run_1/m4.png
Cells faint in the background.
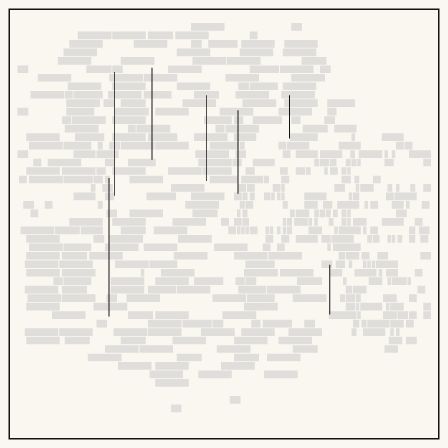
run_1/closeup.png
Region (91, 22) to (116, 47) um. Cells in grey, sequential cells in the stronger grey; small squares are vias.
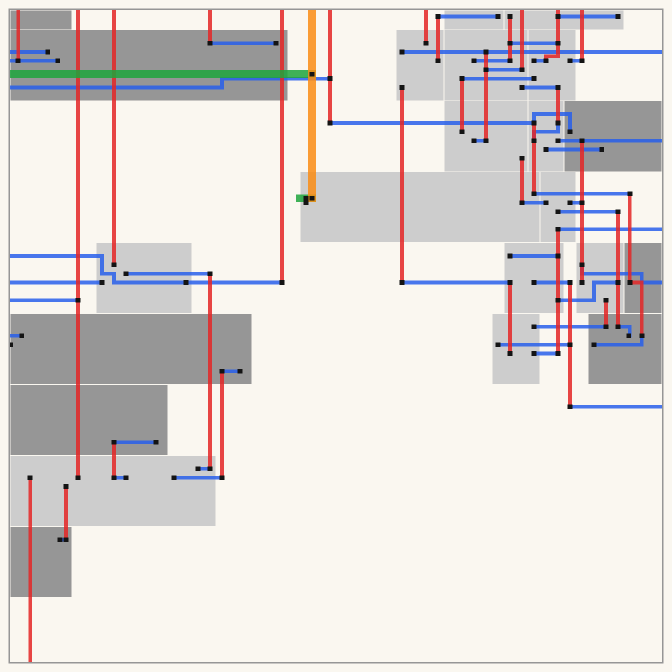
run_1/layers.png
Only two layers are drawn.
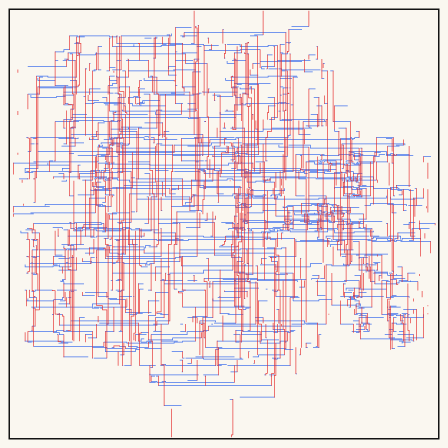
run_1/congestion_map.png
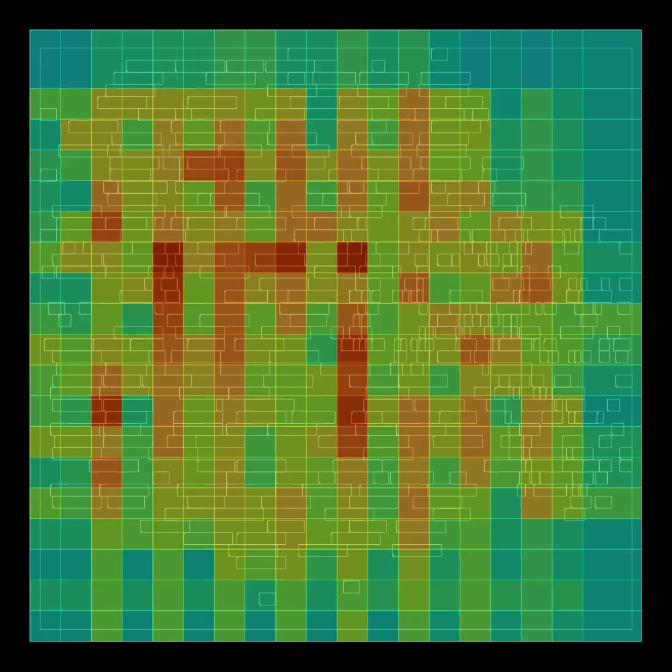
[src/rtl/sync_fifo_ctrl.sv]
// sync_fifo_ctrl: single-clock FIFO with count-based flags, sticky errors and registered or FWFT read
module sync_fifo_ctrl #(
  parameter int DATA_WIDTH = 8,
  parameter int DEPTH      = 16,
  parameter int AF_LEVEL   = 12,
  parameter int AE_LEVEL   = 4,
  parameter int FWFT       = 0
) (
  input  logic                         clk,
  input  logic                         rst_n,
  input  logic                         w_en,
  input  logic [DATA_WIDTH-1:0]        data_in,
  input  logic                         r_en,
  output logic [DATA_WIDTH-1:0]        data_out,
  output logic                         rd_valid,
  output logic                         full,
  output logic                         empty,
  output logic                         almost_full,
  output logic                         almost_empty,
  output logic [$clog2(DEPTH+1)-1:0]   count,
  output logic                         overflow,
  output logic                         underflow,
  input  logic                         clr_err
);
  localparam int CW = $clog2(DEPTH+1);
  localparam int PW = $clog2(DEPTH);
  logic [DATA_WIDTH-1:0] mem [DEPTH];
  logic [PW-1:0] w_ptr, r_ptr;
  logic wr_acc, rd_acc;
  assign full         = count == CW'(DEPTH);
  assign empty        = count == '0;
  assign almost_full  = count >= CW'(AF_LEVEL);
  assign almost_empty = count <= CW'(AE_LEVEL);
  assign wr_acc       = w_en & ~full;
  assign rd_acc       = r_en & ~empty;
  // pointers, fill level and sticky error flags
  always_ff @(posedge clk) begin
    if (!rst_n) begin
      w_ptr     <= '0;
      r_ptr     <= '0;
      count     <= '0;
      overflow  <= 1'b0;
      underflow <= 1'b0;
    end else begin
      if (wr_acc) w_ptr <= (w_ptr == PW'(DEPTH-1)) ? '0 : w_ptr + 1'b1;
      if (rd_acc) r_ptr <= (r_ptr == PW'(DEPTH-1)) ? '0 : r_ptr + 1'b1;
      count     <= count + CW'(wr_acc) - CW'(rd_acc);
      overflow  <= (w_en & full) | (overflow & ~clr_err);
      underflow <= (r_en & empty) | (underflow & ~clr_err);
    end
  end
  // storage is not reset; writes during reset are dropped
  always_ff @(posedge clk) begin
    if (rst_n && wr_acc) mem[w_ptr] <= data_in;
  end
  generate
    if (FWFT != 0) begin : g_fwft
      assign data_out = mem[r_ptr];
      assign rd_valid = ~empty;
    end else begin : g_reg
      // registered read: data_out holds its last value between pops
      always_ff @(posedge clk) begin
        if (!rst_n) begin
          data_out <= '0;
          rd_valid <= 1'b0;
        end else begin
          rd_valid <= rd_acc;
          if (rd_acc) data_out <= mem[r_ptr];
        end
      end
    end
  endgenerate
endmodule
[config.mk]
export PLATFORM = sky130hd
export DESIGN_NAME = sync_fifo_ctrl
export DESIGN_NICKNAME = d
export VERILOG_FILES = /design/src/rtl/sync_fifo_ctrl.sv
export SDC_FILE = /design/constraint.sdc
export NUM_CORES = 1
export LEC_CHECK = 0
export CAP_MARGIN = 10
export CORE_MARGIN = 2
export CORE_UTILIZATION = 35
export DETAILED_ROUTE_END_ITERATION = 12
export GPL_ROUTABILITY_DRIVEN = 0
export PLACE_DENSITY_LB_ADDON = 0.2
export REMOVE_ABC_BUFFERS = 1
export SLEW_MARGIN = 20
export SYNTH_ARGS = -nofsm -noshare
export SYNTH_HDL_FRONTEND = slang
export SYNTH_SLANG_ARGS = --single-unit
export TNS_END_PERCENT = 1
[constraint.sdc]
create_clock -name clk -period 3.1 [get_ports clk]
set_input_delay 0.62 -clock clk [delete_from_list [all_inputs] [get_ports clk]]
set_output_delay 0.62 -clock clk [all_outputs]
set_load 0.1 [all_outputs]
==> Slide: Implementation Results, run 1 <==
Run Summary

Placed design
  • Buffers on Ports: 32
  • Placed wire-length estimate after detailed placement: 7.799 mm
  • Pre-CTS setup slack: 0.1745 ns
  • Placed Instances: 609
  • Standard cell area after detailed placement: 6828 sq um

Layout
  • Proportion of layout cells with a drive suffix above 1: 23.13%
  • Sequential share of cell area: 58.51%
  • Clock buffer count: 17
  • Final standard cell utilization of the core: 42.59%
  • Repair and plain buffers: 55
  • Antenna diode count: 0
  • Area Overhead vs Synth: 18.78%
  • Largest registers in the final layout: mem (128), data_out (8), count (5)
  • Number of flip-flops under the largest register name: 128
  • Combinational Gates: 162
  • Layout Cell Area excl Fill: 7392 sq um
  • Most common cell after layout, fill and taps aside: sky130_fd_sc_hd__edfxtp_1
  • Register with the most flip-flops: mem
  • Number of signal-net inverters in the final layout: 15
  • Relative area of clock buffers and inverters in the final design: 7.634%

Power
  • Cell leakage power: 2.475 nW
  • Share of total power in combinational logic: 27.6%
  • Flop+latch power: 2.43 mW
  • Proportion of total power due to net switching: 34.17%
  • Total power of the final layout: 6.046 mW
  • Combinational group power: 1.67 mW
  • Clk pwr share: 32.3%
  • Power in the clock group: 1.95 mW

Critical path
  • Slowest cell on the critical path: sky130_fd_sc_hd__or4b_4
  • Worst EP arrival: 3.15 ns
  • Critical path fanouts, max: 5
  • Worst Path Class, Setup: reg2reg
  • Cell count along the critical path: 14
  • Buf/Inv on CP: 4
  • Beginning of the worst register-to-register path: count[3]
  • Startpoint type of the worst setup path: register
  • Capture instance of the worst register-to-register path: count[4]
  • Required time of the critical path: 3.41 ns
  • Crit path to: count[4]
  • Crit. Startpoint: count[3]

Logic synthesis
  • Synth warn: 0
  • Mux contribution to synthesized area: 15.00%
  • Xor+xnor area frac: 0.5629%
  • Cell type contributing the most total cell area after synthesis: sky130_fd_sc_hd__edfxtp_1
  • Count of instantiated cells in the yosys netlist: 346
  • Cell count after synthesis: 346
  • Chip area estimate from yosys synthesis: 6223 sq um
  • Tally of unique sky130hd cells used after synthesis: 38
  • Most instantiated cells after synthesis: sky130_fd_sc_hd__edfxtp_1, sky130_fd_sc_hd__dfxtp_1, sky130_fd_sc_hd__nor2_1
  • Top_reg_cell synth: sky130_fd_sc_hd__edfxtp_1
  • Area fraction of the dominant cell type after synthesis: 61.76%
  • Count of library flops with an enable pin: 128
  • Synth Register Bits: 152
  • Ranking of synthesized cells by area: sky130_fd_sc_hd__edfxtp_1, sky130_fd_sc_hd__dfxtp_1, sky130_fd_sc_hd__mux4_2
  • Fraction of the mapped netlist area in adder cells: 3.337%
  • Cell area after synthesis: 6223 sq um
  • Synth top cell by count: sky130_fd_sc_hd__edfxtp_1
  • Synthesized area per cell: 17.99 sq um

Clock network
  • Clock Tree Buf Depth: 2
  • TritonCTS clock tree: done
  • Clock net sink count: 152
  • Number of buffers created by CTS: 17
  • Maximum level of the CTS H-tree: 4
  • Hold-fix buffers, CTS: 0
  • Root buffer cell: sky130_fd_sc_hd__clkbuf_16
  • Post-CTS Resized: 0
  • Total setup buffers inserted after CTS: 0
  • Worst-Skew Late Latency: 0.43 ns

GRT
  • Overall fraction of global-route tracks in use: 14.18%
  • Wire length of the first global-routing pass: 18.80 mm
  • Number of antenna violations at the first check in global routing: 0
  • Number of global-route vias before repair: 3265
  • Global-route congestion overflow total: 0
  • Maximum number of pins on one net before global-route repair: 25

Status
  • Run status: completed

Floorplanning
  • Chip area: 18860 sq um
  • # rows: 48
  • Initial standard-cell utilization of the core: 35.86%
  • Tapcells: 225
  • CORE AREA: 17360 sq um
  • Die outline height: 137.3 um
  • Die x size: 137.3 um

Min path
  • Hold Crit Start: data_out[2]
  • Hold-critical path depth: 2
  • Worst min-delay path category: reg2reg

Final timing
  • Worst hold slack across all endpoints: 0.5163 ns
  • Final hold viol count: 0
  • Final setup violation count: 0
  • Unrepaired setup endpoints after global routing: no
  • Setup total negative slack: 0 ns
  • Max Freq: 0.3516 GHz
  • Max-slew headroom: 54.87%
  • Fin Clk Skew: 0.01525 ns
  • Final worst slack: 0.2559 ns
  • Final critical delay including setup and external delays: 2.844 ns

Detailed routing
  • Post-route met1 wirelength: 5.620 mm
  • Routed wire per std cell: 19.25 um
  • Top routing layer in use: met4
  • Met3 WL: 457 um
  • Wire length after detailed routing: 12.32 mm
  • Number of nets still failing antenna checks after routing: 0
  • Met2 Routed Length: 6.046 mm
  • Total number of vias: 3239

Job
  • MaxCap Viol Count: 0
## Picture notes: m4.png
main direction	vertical
wire length on this layer	196 um
longest straight run	44.2 um

## Picture notes: closeup.png
layer	colour
M1	blue
M2	red
M3	green
M4	orange
cells with their middle in the window	16
sequential cells in the window	4
most frequent	a21oi_1 (3), edfxtp_1 (3), nor2_1 (2)
netlist names of flops here include	`mem` (3), `count` (1)

## Picture notes: layers.png
layer	colour	wire length
M2	red	6050 um
M1	blue	5620 um

## Picture notes: congestion_map.png
GR Layer Usage met2: 22.50%
met3 routing resource usage after global routing: 4.415%
GRT busiest layer: met2

run_1/floorplan.png
Scale bar: 50 um. Pins as bars on the die edge. Tap cells in grey.
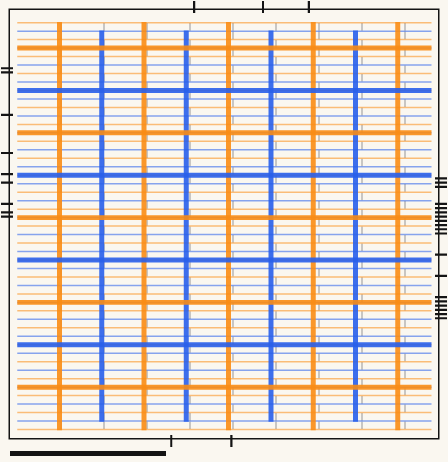

==> run 2, diff against run 1 <==
--- a/config.mk
+++ b/config.mk
@@ -7,7 +7,7 @@
 export LEC_CHECK = 0
 export CAP_MARGIN = 10
 export CORE_MARGIN = 2
-export CORE_UTILIZATION = 35
+export CORE_UTILIZATION = 50
 export DETAILED_ROUTE_END_ITERATION = 12
 export GPL_ROUTABILITY_DRIVEN = 0
 export PLACE_DENSITY_LB_ADDON = 0.2
run_2/floorplan.png
Scale bar: 20 um. Pins as bars on the die edge. Tap cells in grey.
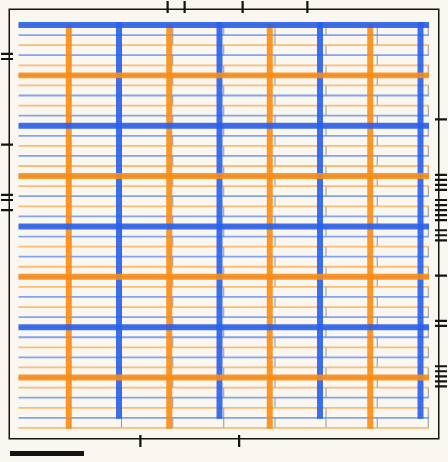
net	colour
VSS	orange
VDD	blue
signal pins	33
met4 straps	8
met5 straps	8
rows	40
tap cells	168

==> run 2 against run 1 <==
Against the previous run:
- register-to-register slack is essentially flat
- highest routed layer unchanged
- critical path type unchanged
- largest cell class unchanged
- die size shrank 29%
- non-clock buffer count is the same
==> Slide: Implementation Results, run 2 <==
Run Summary

Status
  • Run status: completed

Final timing
  • Final worst slack: 0.2426 ns
  • Fin Clk Skew: 0.01166 ns
  • Max-slew headroom: 62.07%
  • Unrepaired setup endpoints after global routing: no
  • Final setup violation count: 0
  • Max Freq: 0.3500 GHz
  • Final hold viol count: 0
  • Worst hold slack across all endpoints: 0.5215 ns
  • Final critical delay including setup and external delays: 2.857 ns
  • Setup total negative slack: 0 ns

Layout
  • Proportion of layout cells with a drive suffix above 1: 23.56%
  • Number of signal-net inverters in the final layout: 15
  • Layout non-clock buf frac: 6.136%
  • Register with the most flip-flops: mem
  • Layout Cell Area excl Fill: 7422 sq um
  • Largest registers in the final layout: mem (128), data_out (8), count (5)
  • Number of flip-flops under the largest register name: 128
  • Repair and plain buffers: 55
  • Sequential share of cell area: 58.28%
  • Net count, final: 432
  • Final standard cell utilization of the core: 61.54%
  • Relative area of clock buffers and inverters in the final design: 9.137%
  • Combinational Gates: 162
  • Clock buffer count: 20
  • Most common cell after layout, fill and taps aside: sky130_fd_sc_hd__edfxtp_1
  • Area Overhead vs Synth: 19.26%
  • Antenna diode count: 0

Critical path
  • Worst EP arrival: 3.14 ns
  • Startpoint type of the worst setup path: register
  • Crit path to: count[4]
  • Capture instance of the worst register-to-register path: count[4]
  • Critical path fanouts, max: 5
  • Reg2Reg Depth: 14
  • Worst Path Class, Setup: reg2reg
  • Cell count along the critical path: 14
  • Slowest cell on the critical path: sky130_fd_sc_hd__or4b_4
  • Buf/Inv on CP: 4
  • Kind of end point of the critical path: register
  • Beginning of the worst register-to-register path: count[3]
  • Crit. Startpoint: count[3]
  • Required time of the critical path: 3.39 ns

Logic synthesis
  • Count of library flops with an enable pin: 128
  • Cell area after synthesis: 6223 sq um
  • Area fraction of the dominant cell type after synthesis: 61.76%
  • Xor+xnor area frac: 0.5629%
  • Synth warn: 0
  • Chip area estimate from yosys synthesis: 6223 sq um
  • Cell count after synthesis: 346
  • Most instantiated cells after synthesis: sky130_fd_sc_hd__edfxtp_1, sky130_fd_sc_hd__dfxtp_1, sky130_fd_sc_hd__nor2_1
  • Post-synthesis compound-gate area fraction: 2.915%
  • Synth top cell by count: sky130_fd_sc_hd__edfxtp_1
  • Basic-gate share of the synthesized area counting and, or, nand and nor cells: 5.448%
  • Synthesized area per cell: 17.99 sq um
  • Synth Register Bits: 152
  • Ranking of synthesized cells by area: sky130_fd_sc_hd__edfxtp_1, sky130_fd_sc_hd__dfxtp_1, sky130_fd_sc_hd__mux4_2
  • Mux contribution to synthesized area: 15.00%
  • Tally of unique sky130hd cells used after synthesis: 38
  • Top_reg_cell synth: sky130_fd_sc_hd__edfxtp_1
  • Count of instantiated cells in the yosys netlist: 346
  • Cell type contributing the most total cell area after synthesis: sky130_fd_sc_hd__edfxtp_1
  • Fraction of the mapped netlist area in adder cells: 3.337%

GRT
  • Maximum number of pins on one net before global-route repair: 37
  • Number of global-route vias before repair: 3215
  • GR Layer Usage met2: 30.45%
  • M1 GR Usage: 25.56%
  • GRT busiest layer: met2
  • Met3 routing resource usage after global routing: 5.596%
  • Wire length of the first global-routing pass: 18.16 mm
  • Overall fraction of global-route tracks in use: 19.45%
  • Number of antenna violations at the first check in global routing: 0
  • Global-route congestion overflow total: 0

Floorplanning
  • Die x size: 115.6 um
  • Initial standard-cell utilization of the core: 51.60%
  • Die outline height: 115.6 um
  • Tapcells: 168
  • CORE AREA: 12060 sq um
  • Chip area: 13360 sq um
  • # rows: 40

Detailed routing
  • Met2 Routed Length: 5.794 mm
  • Met3 WL: 750 um
  • Post-route met1 wirelength: 4.988 mm
  • Routed wire per std cell: 20.20 um
  • Total number of vias: 3288
  • Wire length after detailed routing: 11.79 mm
  • Number of nets still failing antenna checks after routing: 0
  • Top routing layer in use: met4

Clock network
  • Maximum level of the CTS H-tree: 4
  • TritonCTS clock tree: done
  • Hold-fix buffers, CTS: 0
  • Clock net sink count: 152
  • Number of buffers created by CTS: 17
  • Post-CTS Resized: 0
  • Clock Tree Buf Depth: 2
  • Total setup buffers inserted after CTS: 0
  • Root buffer cell: sky130_fd_sc_hd__clkbuf_16
  • Worst-Skew Late Latency: 0.43 ns

Power
  • Largest vdd supply drop: 735.9 uV
  • Share of total power in combinational logic: 26.2%
  • Proportion of total power due to net switching: 31.72%
  • Clk pwr share: 36.1%
  • Cell leakage power: 2.527 nW
  • Combinational group power: 1.67 mW
  • Flop+latch power: 2.41 mW
  • Power in the clock group: 2.31 mW
  • Total power of the final layout: 6.391 mW

Job
  • Tally of OpenROAD warnings: 32
  • MaxCap Viol Count: 0

Placed design
  • Placed Instances: 552
  • Placed wire-length estimate after detailed placement: 7.436 mm
  • Pre-CTS setup slack: 0.1811 ns
  • Standard cell area after detailed placement: 6744 sq um
  • Buffers on Ports: 32

Min path
  • Worst min-delay path category: reg2reg
  • Hold-critical path depth: 2
  • Hold Crit Start: data_out[5]
Power figures rest on the tool's default switching activity, not on a simulated workload.
